Figure 1. Pin placement.
Pins as bars across the die edge, other pins in grey.
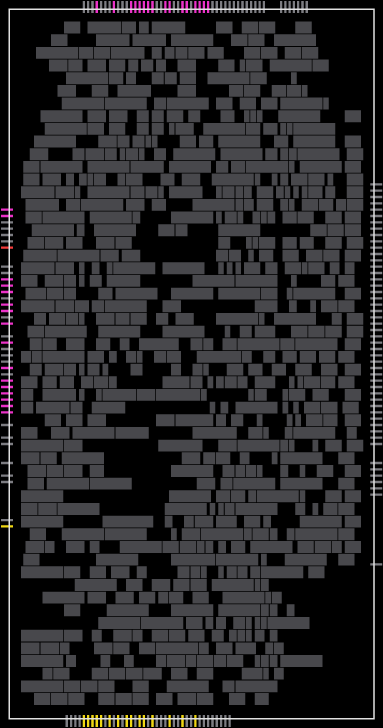
Figure 2. Sequential cells grouped by signal name.
Bar = 20 µm.
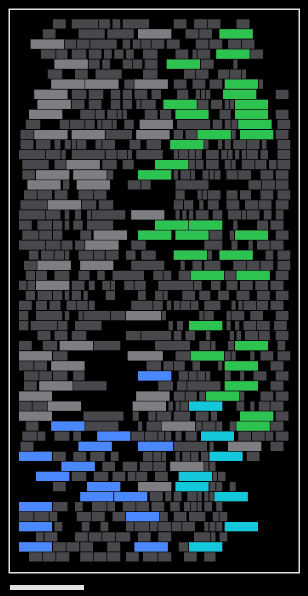
Figure 3. Clock nets.
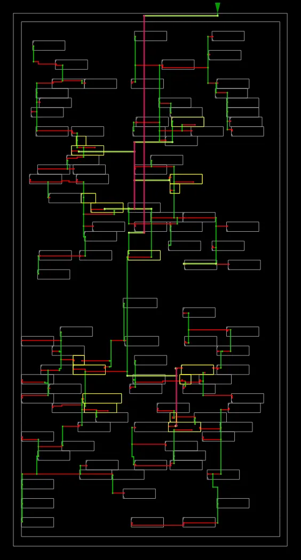
Figure 4. Gate families picked out.
Bar = 20 µm.
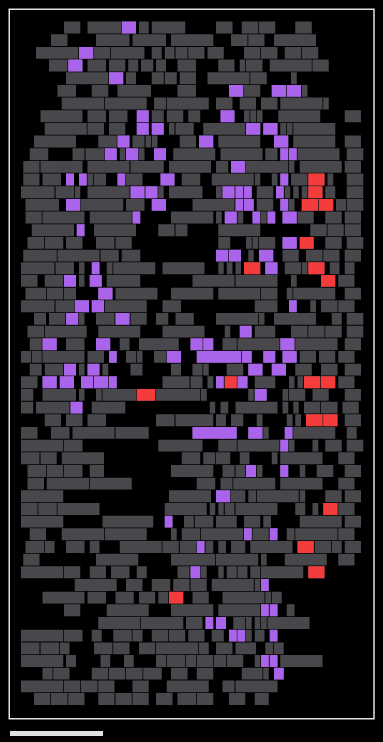
## config.mk

```make
export PLATFORM = sky130hd
export DESIGN_NAME = mem_access_ctrl
export DESIGN_NICKNAME = d
export VERILOG_FILES = /design/src/rtl/mem_access_ctrl.sv
export SDC_FILE = /design/constraint.sdc
export NUM_CORES = 1
export LEC_CHECK = 0
export CAP_MARGIN = 10
export CORE_AREA = 2 2 76 150
export DETAILED_ROUTE_END_ITERATION = 10
export DIE_AREA = 0 0 78 152
export PLACE_DENSITY = 0.83
export SETUP_SLACK_MARGIN = 0.5
export SLEW_MARGIN = 15
export SYNTH_ARGS = -nofsm -noshare
export SYNTH_HDL_FRONTEND = slang
export SYNTH_SLANG_ARGS = --single-unit
```

## constraint.sdc

```tcl
create_clock -name clk -period 3.8 [get_ports clk]
set_input_delay 0.76 -clock clk [delete_from_list [all_inputs] [get_ports clk]]
set_output_delay 0.76 -clock clk [all_outputs]
set_load 0.05 [all_outputs]
```

## src/rtl/mem_access_ctrl.sv

```systemverilog
// Load/store sequencer between the CPU memory stage and a word-wide data memory.
// One access in flight; handles lane steering, load extension, misalignment and ack timeout.
package common_params;
  localparam int unsigned BITS           = 32;
  localparam int unsigned BYTES_PER_WORD = 4;

  typedef enum logic [2:0] {
    BYTE,
    HALFWORD,
    WORD,
    UBYTE,
    UHALFWORD,
    LWCP
  } mem_data_t;
endpackage

// Sign/zero extension of a right-justified load value by access type.
module extender #(
  parameter int unsigned BITS = common_params::BITS
) (
  input  logic [BITS-1:0]         din,
  input  common_params::mem_data_t dtype,
  output logic [BITS-1:0]         dout
);
  always_comb begin
    dout = din;
    case (dtype)
      common_params::BYTE:      dout = {{(BITS-8){din[7]}}, din[7:0]};
      common_params::UBYTE:     dout = {{(BITS-8){1'b0}}, din[7:0]};
      common_params::HALFWORD:  dout = {{(BITS-16){din[15]}}, din[15:0]};
      common_params::UHALFWORD: dout = {{(BITS-16){1'b0}}, din[15:0]};
      default:                  dout = din;
    endcase
  end
endmodule

module mem_access_ctrl #(
  parameter int unsigned BITS           = common_params::BITS,
  parameter int unsigned BYTES_PER_WORD = common_params::BYTES_PER_WORD,
  parameter int unsigned ADDR_W         = 16,
  parameter int unsigned TIMEOUT        = 255
) (
  input  logic                          clk,
  input  logic                          rst_n,
  input  logic                          req_valid,
  output logic                          req_ready,
  input  logic                          req_we,
  input  logic [ADDR_W-1:0]             req_addr,
  input  common_params::mem_data_t      req_type,
  input  logic [BITS-1:0]               req_wdata,
  output logic                          mem_en,
  output logic                          mem_we,
  output logic [ADDR_W-3:0]             mem_addr,
  output logic [BYTES_PER_WORD-1:0]     mem_be,
  output logic [BITS-1:0]               mem_wdata,
  input  logic [BITS-1:0]               mem_rdata,
  input  logic                          mem_ack,
  output logic                          rsp_valid,
  output logic [BITS-1:0]               rsp_rdata,
  output logic                          rsp_misalign,
  output logic                          rsp_timeout
);
  localparam int unsigned OFF_W    = $clog2(BYTES_PER_WORD);
  localparam logic [7:0]  CNT_LAST = 8'(TIMEOUT - 1);

  typedef enum logic [1:0] {IDLE, ACCESS, RESP} state_t;

  state_t                   state_q, state_d;
  logic                     we_q;
  logic [ADDR_W-1:0]        addr_q;
  common_params::mem_data_t type_q;
  logic [BITS-1:0]          wdata_q;
  logic [7:0]               cnt_q;
  logic [BITS-1:0]          rdata_q;
  logic                     misalign_q, timeout_q;

  logic                     accept, misalign_in, abort;
  logic [OFF_W-1:0]         off_in, off_q;
  logic [BYTES_PER_WORD-1:0] store_be;
  logic [BITS-1:0]          store_data, aligned, load_data;

  assign accept = req_valid && (state_q == IDLE);
  assign off_in = req_addr[OFF_W-1:0];
  assign off_q  = addr_q[OFF_W-1:0];
  assign abort  = (state_q == ACCESS) && !mem_ack && (cnt_q == CNT_LAST);

  always_comb begin
    misalign_in = 1'b0;
    case (req_type)
      common_params::BYTE, common_params::UBYTE:         misalign_in = 1'b0;
      common_params::HALFWORD, common_params::UHALFWORD: misalign_in = off_in[0];
      default:                                           misalign_in = (off_in != '0);
    endcase
  end

  always_comb begin
    store_be   = '1;
    store_data = wdata_q;
    case (type_q)
      common_params::BYTE, common_params::UBYTE: begin
        store_be   = BYTES_PER_WORD'(1) << off_q;
        store_data = BITS'(wdata_q[7:0]) << {off_q, 3'b000};
      end
      common_params::HALFWORD, common_params::UHALFWORD: begin
        store_be   = BYTES_PER_WORD'(3) << off_q;
        store_data = BITS'(wdata_q[15:0]) << {off_q, 3'b000};
      end
      default: begin
        store_be   = '1;
        store_data = wdata_q;
      end
    endcase
  end

  assign aligned = mem_rdata >> {off_q, 3'b000};

  extender #(.BITS(BITS)) u_ext (
    .din   (aligned),
    .dtype (type_q),
    .dout  (load_data)
  );

  always_ff @(posedge clk or negedge rst_n) begin
    if (!rst_n) state_q <= IDLE;
    else        state_q <= state_d;
  end

  always_comb begin
    state_d = state_q;
    case (state_q)
      IDLE:    if (accept) state_d = misalign_in ? RESP : ACCESS;
      ACCESS:  if (mem_ack || abort) state_d = RESP;
      RESP:    state_d = IDLE;
      default: state_d = IDLE;
    endcase
  end

  always_comb begin
    req_ready = (state_q == IDLE);
    rsp_valid = (state_q == RESP);
    mem_en    = 1'b0;
    mem_we    = 1'b0;
    mem_addr  = '0;
    mem_be    = '0;
    mem_wdata = '0;
    if (state_q == ACCESS) begin
      mem_en    = 1'b1;
      mem_we    = we_q;
      mem_addr  = addr_q[ADDR_W-1:OFF_W];
      mem_be    = we_q ? store_be : '1;
      mem_wdata = we_q ? store_data : '0;
    end
  end

  // Response registers are only non-zero during RESP, so they need no output gating.
  always_ff @(posedge clk or negedge rst_n) begin
    if (!rst_n) begin
      we_q       <= 1'b0;
      addr_q     <= '0;
      type_q     <= common_params::BYTE;
      wdata_q    <= '0;
      cnt_q      <= '0;
      rdata_q    <= '0;
      misalign_q <= 1'b0;
      timeout_q  <= 1'b0;
    end else begin
      if (accept) begin
        we_q    <= req_we;
        addr_q  <= req_addr;
        type_q  <= req_type;
        wdata_q <= req_wdata;
      end
      case (state_q)
        IDLE: begin
          cnt_q      <= '0;
          rdata_q    <= '0;
          timeout_q  <= 1'b0;
          misalign_q <= accept && misalign_in;
        end
        ACCESS: begin
          if (!mem_ack) cnt_q <= cnt_q + 8'd1;
          if (mem_ack && !we_q) rdata_q <= load_data;
          timeout_q <= abort;
        end
        default: begin
          rdata_q    <= '0;
          misalign_q <= 1'b0;
          timeout_q  <= 1'b0;
        end
      endcase
    end
  end

  assign rsp_rdata    = rdata_q;
  assign rsp_misalign = misalign_q;
  assign rsp_timeout  = timeout_q;
endmodule

```

==> flow_metrics.env <==
# implementation run metrics
export IMPL_outcome="finished clean"
export IMPL_yosysWarningCount=0
export IMPL_n_fill_cell=840
export IMPL_global_route_usage_met3_pct=4.81
export IMPL_vias=4542
export IMPL_timing_hold_violations_final=0
export IMPL_critPathMaxFanout=17
export IMPL_global_route_wire_length_before_repair_um=24700
export IMPL_drc=0
export IMPL_setup_reg_to_reg_worst_slack_ns=1.33
export IMPL_track_usage_pct=26.7
export IMPL_yosysCellCount=479
export IMPL_fmax_ghz=0.314
export IMPL_postSynthAreaPerCell_um2=10.6
export IMPL_clockBufferDepth=2
export IMPL_detailedPlacementHpwl_um=11400
export IMPL_cts_tree="done"
export IMPL_post_synth_main_logic_family="AND-OR/OR-AND gates"
export IMPL_fin_worst_hold_slack_ns=0.486
export IMPL_finalSetupViolations=0
export IMPL_core_util_floorplan_pct=47.1
export IMPL_slew_violations=0
export IMPL_critical_path_slowest_cell="clkdlybuf4s50_1"
export IMPL_cts_htree_levels=3
export IMPL_drive_gt1_share_pct=22.1
export IMPL_post_synth_fa_ha_maj_area_fraction_pct=0.491
export IMPL_cpPeakStageDelay_ns=0.81
export IMPL_vdd_ir_drop_max_mv=0.439
export IMPL_most_frequent_logic_cell_in_the_layout="clkdlybuf4s50_1"
export IMPL_worst_path_dominant_cell_family="buffers and inverters"
export IMPL_synth_mux_area_fraction_pct=15.4
export IMPL_finalWorstPathRequiredPeriod_ns=3.18
export IMPL_timing_max_cap_violations=0
export IMPL_post_synth_simple_gate_area_pct=14.2
export IMPL_post_drt_via_cell_ratio=5.76
export IMPL_number_of_global_route_vias_before_repair=4738
export IMPL_power_sequential_fraction_pct=32.0
export IMPL_post_cts_repair_setup_buffers=0
export IMPL_chip_area_mm2=0.0119
export IMPL_crit_buf_inv=3
export IMPL_synth_seq_cells=96
export IMPL_ant_nets=0
export IMPL_pin_count_of_the_biggest_net_entering_global_routing=77
export IMPL_final_nets=733
export IMPL_comb_power_share_pct=51.1
export IMPL_min_path_type="reg -> reg"
export IMPL_worstPathRequired_ns=3.04
export IMPL_unrepaired_setup_endpoints_after_global_routing="false"
export IMPL_ys_async_sr_fraction_pct=100
export IMPL_timing_worst_slew_pin_value_ns=1.15
export IMPL_compound_area_share_pct=18.4
export IMPL_grt_overflow_total=0
-- Figure 1 (at the start) --
[mem_we] red | pins: 1 | direction: output | edge: left
[req_addr] yellow | pins: 16 | direction: input | edge: 15 bottom, 1 left
[mem_wdata] magenta | pins: 32 | direction: output | edge: 16 top, 16 left
all pins by edge: 50 top, 49 right, 39 bottom, 38 left
count of buffers inserted at the top-level ports: 175
vertical extent of the die: 152 µm
die outline width: 78 µm

-- Figure 2 (at the start) --
[addr_q] blue | flops: 16
[rsp_rdata] green | flops: 32
[cnt_q] cyan | flops: 8
sequential group power: 1750 µW
sequential cell area: 0.00241 mm²
final core occ: 68.9%
proportion of cell area occupied by registers: 32.3%

-- Figure 3 (at the start) --
final-layout clock buffer total: 9
clock group total power: 920 µW

-- Figure 4 (at the start) --
[inverting AOI/OAI gates] purple | cells: 106
[AND-OR and OR-AND gates] red | cells: 18

[flip-flops by register name, summed over array words and instances, names as in the netlist]
register      cells
rsp_rdata        32
wdata_q          32
addr_q           16
cnt_q             8
type_q            3
state_q           2
rsp_misalign      1
rsp_timeout       1
we_q              1
[tightest hold or removal path: stages (launching register included)]
cell and delay [ns]:
dfrtp_1 0.34, nand2_1 0.05, o21ai_0 0.06
[per-stage QoR]
| step | instances | util (%) | instance area [µm²] | total power, µW | worst slack, ns |
|---|---|---|---|---|---|
| 2_1_floorplan | 479 | - | 5090 | 3590 | 0.531 |
| 3_3_place_gp | 770 | 65.6 | 7090 | 4390 | 0.843 |
| 3_5_place_dp | 770 | 65.6 | 7090 | 4490 | 0.716 |
| 4_1_cts | 787 | 68.6 | 7420 | 5460 | 0.448 |
| 5_1_grt | 788 | 68.9 | 7440 | 5750 | 0.547 |
| 6_report | 788 | 68.9 | 7440 | 5450 | 0.615 |
[area by class of cell]
class	instances	share of cell area (%)
Timing Repair Buffer	186	26.8
Clock buffer	9	3.03
Clock inverter	7	1.06
Sequential cell	96	32.3
Tap cell	140	2.35
Inverter	4	0.252
Multi-Input combinational cell	346	34.2
[path summary, 6_finish.rpt]
check,start,endpoint,cells past startpoint
max in group asynchronous,rst_n,wdata_q[2],2
max,state_q[1],mem_addr[4],5
min in group asynchronous,rst_n,addr_q[3],1
min,rsp_rdata[17],rsp_rdata[17],2
min reg2reg,rsp_rdata[17],rsp_rdata[17],2
max reg2reg,addr_q[0],rsp_rdata[18],6
[layer usage]
layer / vias up / part of all wire [%]
li1: 2075 / -
met1: 2213 / 35
met2: 203 / 54
met3: 51 / 5.8
met4: 0 / 5.3
met5: - / 0
No activity file was given, so power comes from the tool's default toggle rates.
